**Placed cells, one color a class**

Fill, decap, tap and diode cells in gray.
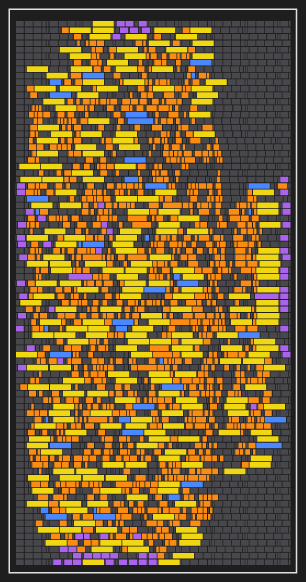
**Cell placement**

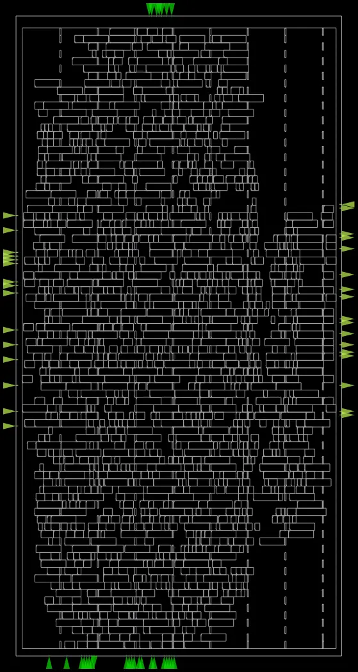
### src/rtl/stat_seg_display.sv
// rtl/stat_seg_display.sv - MA-stage event counters with a multiplexed 8-digit hex display
// Counts pipeline events while the CPU runs and scans the selected 32-bit view onto 7-seg digits.
module stat_seg_display #(
  parameter int CntBits = 32,
  parameter int ScanDiv = 100000
) (
  input  logic        i_clk,
  input  logic        i_rst,
  input  logic        i_en,
  input  logic        i_halt,
  input  logic        i_is_jump,
  input  logic        i_is_branch,
  input  logic        i_branched,
  input  logic        i_is_nop,
  input  logic [31:0] i_display,
  input  logic [2:0]  i_sel,
  output logic [7:0]  o_seg_an,
  output logic [7:0]  o_seg_ca,
  output logic        o_halted
);

  localparam int PreW = $clog2(ScanDiv);

  logic [CntBits-1:0] r_cyc, r_jmp, r_br, r_tkn, r_nop;
  logic               r_halted;
  logic [31:0]        r_view;
  logic [PreW-1:0]    r_pre;
  logic [2:0]         r_idx;

  logic               w_run;
  logic [CntBits-1:0] w_diff;
  logic [31:0]        w_view;
  logic [3:0]         w_nib;

  // The halt cycle itself must not count, so halt gates run combinationally.
  assign w_run  = i_en & ~i_halt & ~r_halted;
  assign w_diff = r_cyc - r_nop;
  assign w_nib  = r_view[{r_idx, 2'b00} +: 4];

  function automatic logic [6:0] hex_font(input logic [3:0] n);
    case (n)
      4'h0: hex_font = 7'h40;
      4'h1: hex_font = 7'h79;
      4'h2: hex_font = 7'h24;
      4'h3: hex_font = 7'h30;
      4'h4: hex_font = 7'h19;
      4'h5: hex_font = 7'h12;
      4'h6: hex_font = 7'h02;
      4'h7: hex_font = 7'h78;
      4'h8: hex_font = 7'h00;
      4'h9: hex_font = 7'h10;
      4'hA: hex_font = 7'h08;
      4'hB: hex_font = 7'h03;
      4'hC: hex_font = 7'h46;
      4'hD: hex_font = 7'h21;
      4'hE: hex_font = 7'h06;
      default: hex_font = 7'h0E;
    endcase
  endfunction

  always_comb begin
    w_view = 32'h0;
    case (i_sel)
      3'd0: w_view = i_display;
      3'd1: w_view = 32'(r_cyc);
      3'd2: w_view = 32'(r_jmp);
      3'd3: w_view = 32'(r_br);
      3'd4: w_view = 32'(r_tkn);
      3'd5: w_view = 32'(r_nop);
      3'd6: w_view = 32'(w_diff);
      default: w_view = 32'h0;
    endcase
  end

  always_ff @(posedge i_clk or posedge i_rst) begin
    if (i_rst) begin
      r_cyc    <= '0;
      r_jmp    <= '0;
      r_br     <= '0;
      r_tkn    <= '0;
      r_nop    <= '0;
      r_halted <= 1'b0;
    end else begin
      if (i_en & i_halt) r_halted <= 1'b1;
      if (w_run) begin
        r_cyc <= r_cyc + 1'b1;
        if (i_is_jump)                r_jmp <= r_jmp + 1'b1;
        if (i_is_branch)              r_br  <= r_br + 1'b1;
        if (i_is_branch & i_branched) r_tkn <= r_tkn + 1'b1;
        if (i_is_nop)                 r_nop <= r_nop + 1'b1;
      end
    end
  end

  // Scan runs regardless of en/halt so the display stays live while stopped.
  always_ff @(posedge i_clk or posedge i_rst) begin
    if (i_rst) begin
      r_view   <= 32'h0;
      r_pre    <= '0;
      r_idx    <= 3'd0;
      o_seg_an <= 8'hFE;
      o_seg_ca <= 8'hC0;
    end else begin
      r_view <= w_view;
      if (r_pre == PreW'(ScanDiv - 1)) begin
        r_pre <= '0;
        r_idx <= r_idx + 3'd1;
      end else begin
        r_pre <= r_pre + PreW'(1);
      end
      o_seg_an <= ~(8'd1 << r_idx);
      o_seg_ca <= {~(r_halted & (r_idx == 3'd0)), hex_font(w_nib)};
    end
  end

  assign o_halted = r_halted;

endmodule
### config.mk
export PLATFORM = sky130hd
export DESIGN_NAME = stat_seg_display
export DESIGN_NICKNAME = d
export VERILOG_FILES = /design/src/rtl/stat_seg_display.sv
export SDC_FILE = /design/constraint.sdc
export NUM_CORES = 1
export LEC_CHECK = 0
export CAP_MARGIN = 20
export CORE_ASPECT_RATIO = 2
export CORE_MARGIN = 2
export CORE_UTILIZATION = 48
export CTS_CLUSTER_SIZE = 24
export DETAILED_ROUTE_END_ITERATION = 8
export PLACE_DENSITY = 0.75
export SETUP_SLACK_MARGIN = 0.15
export SYNTH_ARGS = -nofsm -noshare
export SYNTH_HDL_FRONTEND = slang
export SYNTH_SLANG_ARGS = --single-unit
### constraint.sdc
create_clock -name i_clk -period 19.29 [get_ports i_clk]
set_input_delay 2.8935 -clock i_clk [delete_from_list [all_inputs] [get_ports i_clk]]
set_output_delay 2.8935 -clock i_clk [all_outputs]
set_load 0.02 [all_outputs]
==> metrics.yaml <==
run_status:
  status: "finished, final reports clean"
final_timing:
  hold-worst-slack_ns: 0.4749
  setup_viol: 0
  fin_crit_sh_pct: 28.60
  fin_crit_ns: 5.517
  drv_slew: 0
  worstMarginPinSlew_ns: 1.126
  slew_headroom_pct: 24.94
  rsz0062_at_grt: "no"
  fmax_ghz: 0.1812
  clock_skew_ns: 0.02572
  setup_tns_ns: 0
  fin_ws_ns: 13.77
  finalHoldViolCount: 0
global_routing:
  grt_use_met2_pct: 46.27
  grt.overflow.total: 0
  grt_most_used_layer: "met2"
  use_met3_pct: 2.907
  grt_max_degree: 147
  grt_pass1_vias: 10480
  antenna_found_initial: 0
  grt_use_total_pct: 26.43
  grt_first_pass_wirelength_um: 58170
  gr-usage-met1_pct: 30.65
route:
  wl_um: 36480
  drt_iter0_drc: 769
  wl_met3_um: 2061
  met1Wirelength_um: 13390
  avgViaCountPerCell: 6.101
  wl_met2_um: 18440
  postRouteAntennaNets: 0
  top_layer: "met4"
  wire_per_inst_um: 21.36
  first_pass_iters: 6
  drc: 0
  vias: 10420
logic_synthesis:
  ys_area_sq_um: 12870
  async_flop_share_pct: 100.0
  yosysWarningCount: 0
  synth_flops: 229
  synth.distinct_cells: 81
  avgSynthCellArea_sq_um: 9.889
  yosys_cells: 1302
  largest_area_cell: "dfrtp_1"
  xor_share_pct: 13.20
  ys_seq_share_pct: 44.60
  ys_sh_simple_pct: 18.26
  ys_sh_aoi_pct: 12.70
  ys_sh_mux_pct: 3.120
  synth-main-ff-cell: "dfrtp_1"
  top_cell_area_share_pct: 42.76
  synthesis.area_sq_um: 12870
  top_cells_by_area: "dfrtp_1 (43%), xnor2_1 (9.9%), ha_1 (4.9%)"
  fa_ha_area_share_pct: 5.015
  top_cell: "dfrtp_1"
  logic_family: "simple AND/OR/NAND/NOR gates"
  ys_top_cells_by_count: "dfrtp_1 (220), xnor2_1 (146), nand2_1 (131)"
  synthesis.nets: 1396
  edf_count: 0
  syn_inst: 1302
min_path:
  hold_end: "r_jmp[31]"
  hp-start: "r_jmp[31]"
  min_path_cells: 1
  min_path_type: "flip-flop to flip-flop"
place:
  hpwlAfterDp_um: 27650
  io_buffer_count: 59
  pre_cts_slack_ns: 13.24
  dp_cells: 1666
  post_dp_cell_area_sq_um: 13780
  gp_congestion: 0.9675
setup_path:
  crit_path_max_fanout: 12
  endpoint: "r_tkn[31]"
  cp-start-kind: "input port"
  critPathTopFamily: "simple AND/OR/NAND/NOR gates"
  regToRegSetupSlack_ns: 15.99
  path_common_cell: "nand4_1"
  cpPeakStageDelay_ns: 0.65
  slowest_stage: "nor2b_1"
  rr_endpoint: "r_view[24]"
  end_kind: "flip-flop"
  worst-endpoint-required_ns: 19.70
  path_buffers: 1
  r2r_start: "r_cyc[0]"
  crit_start: "i_en"
  path_cells: "clkdlybuf4s50_1 -> nor3b_2 -> and3_2 -> nand4_1 -> or2_0 -> nor2b_1 -> nand4_1 -> xnor2_1"
  critPathKind: "input port to flip-flop"
  worst_ep_arrival_time_ns: 5.93
  worst-path-stages: 8
  reg2regPathDepth: 10
power_and_ir_drop:
  pwr-share-comb_pct: 10.2
  pg_comb_uw: 109
  leakage_nw: 6.427
  p_seq_share_pct: 47.7
  peakVddDrop_v: 0.00006187
  swShare_pct: 25.51
  p_clk_uw: 449
  seq-power_uw: 509
  p_clk_share_pct: 42.1
  power_leader: "registers"
  p_switching_uw: 272.2
  power.internal_uw: 794.8
  power_density_nw_per_um2: 73.20
  power_mw: 1.067
die:
  die_y_um: 235.6
  initial_utilization_pct: 48.80
  die_x_um: 119.8
  ios: 60
  die_area_sq_um: 28230
clocking:
  cts_inserted_buffers: 22
  cts_max_path_buffers: 3
  cts_sinks: 229
  holdBufCountCts: 0
  root_buffer: "clkbuf_16"
  cts_setup_buffers: 0
  htreeDepth: 1
  cts_resized: 0
  cts_tree: "built"
  clock_latency_ns: 0.54
  clkTransAtPathRegs_ns: 0.06
flow_run:
  log.warning_count: 38
  maxCapViolCount: 0
cells_and_area:
  fin_area_sq_um: 14580
  final_nets: 1442
  n_clock_buffer: 30
  inv_count: 55
  logic_area_sq_um: 6748
  final_common_cell: "dfrtp_1"
  final_cell_mix: "dfrtp_1 (220), xnor2_1 (146), nand2_1 (131)"
  drive_gt1_share_pct: 7.331
  n_all_buffers: 69
  logic_gates: 971
  clock_cell_area_share_pct: 5.064
  diodes: 0
  areaGrowthSynthToFinish_pct: 13.23
  largest_class: "combinational gates"
  final-nonclk-buf-share_pct: 4.841
  comb_share_pct: 46.29
  seqCellArea_sq_um: 5742
## Picture notes: 'placed cells, one color a class'
[blue] clock drivers and dummy loads | cells: 40
[orange] remaining logic cells | cells: 1026
[purple] remaining buffers and delay cells | cells: 69
[yellow] registers | cells: 229
FP Rows: 84
Seq/total area: 39.39%
post-layout util: 55.26%
Core Region: 26380 sq um

## Picture notes: 'cell placement'
Finished Layout Cells: 1708
Filler Cell Count: 2313
flip-flops: 229
tapcells inserted: 344

No activity file was given, so power comes from the tool's default toggle rates.
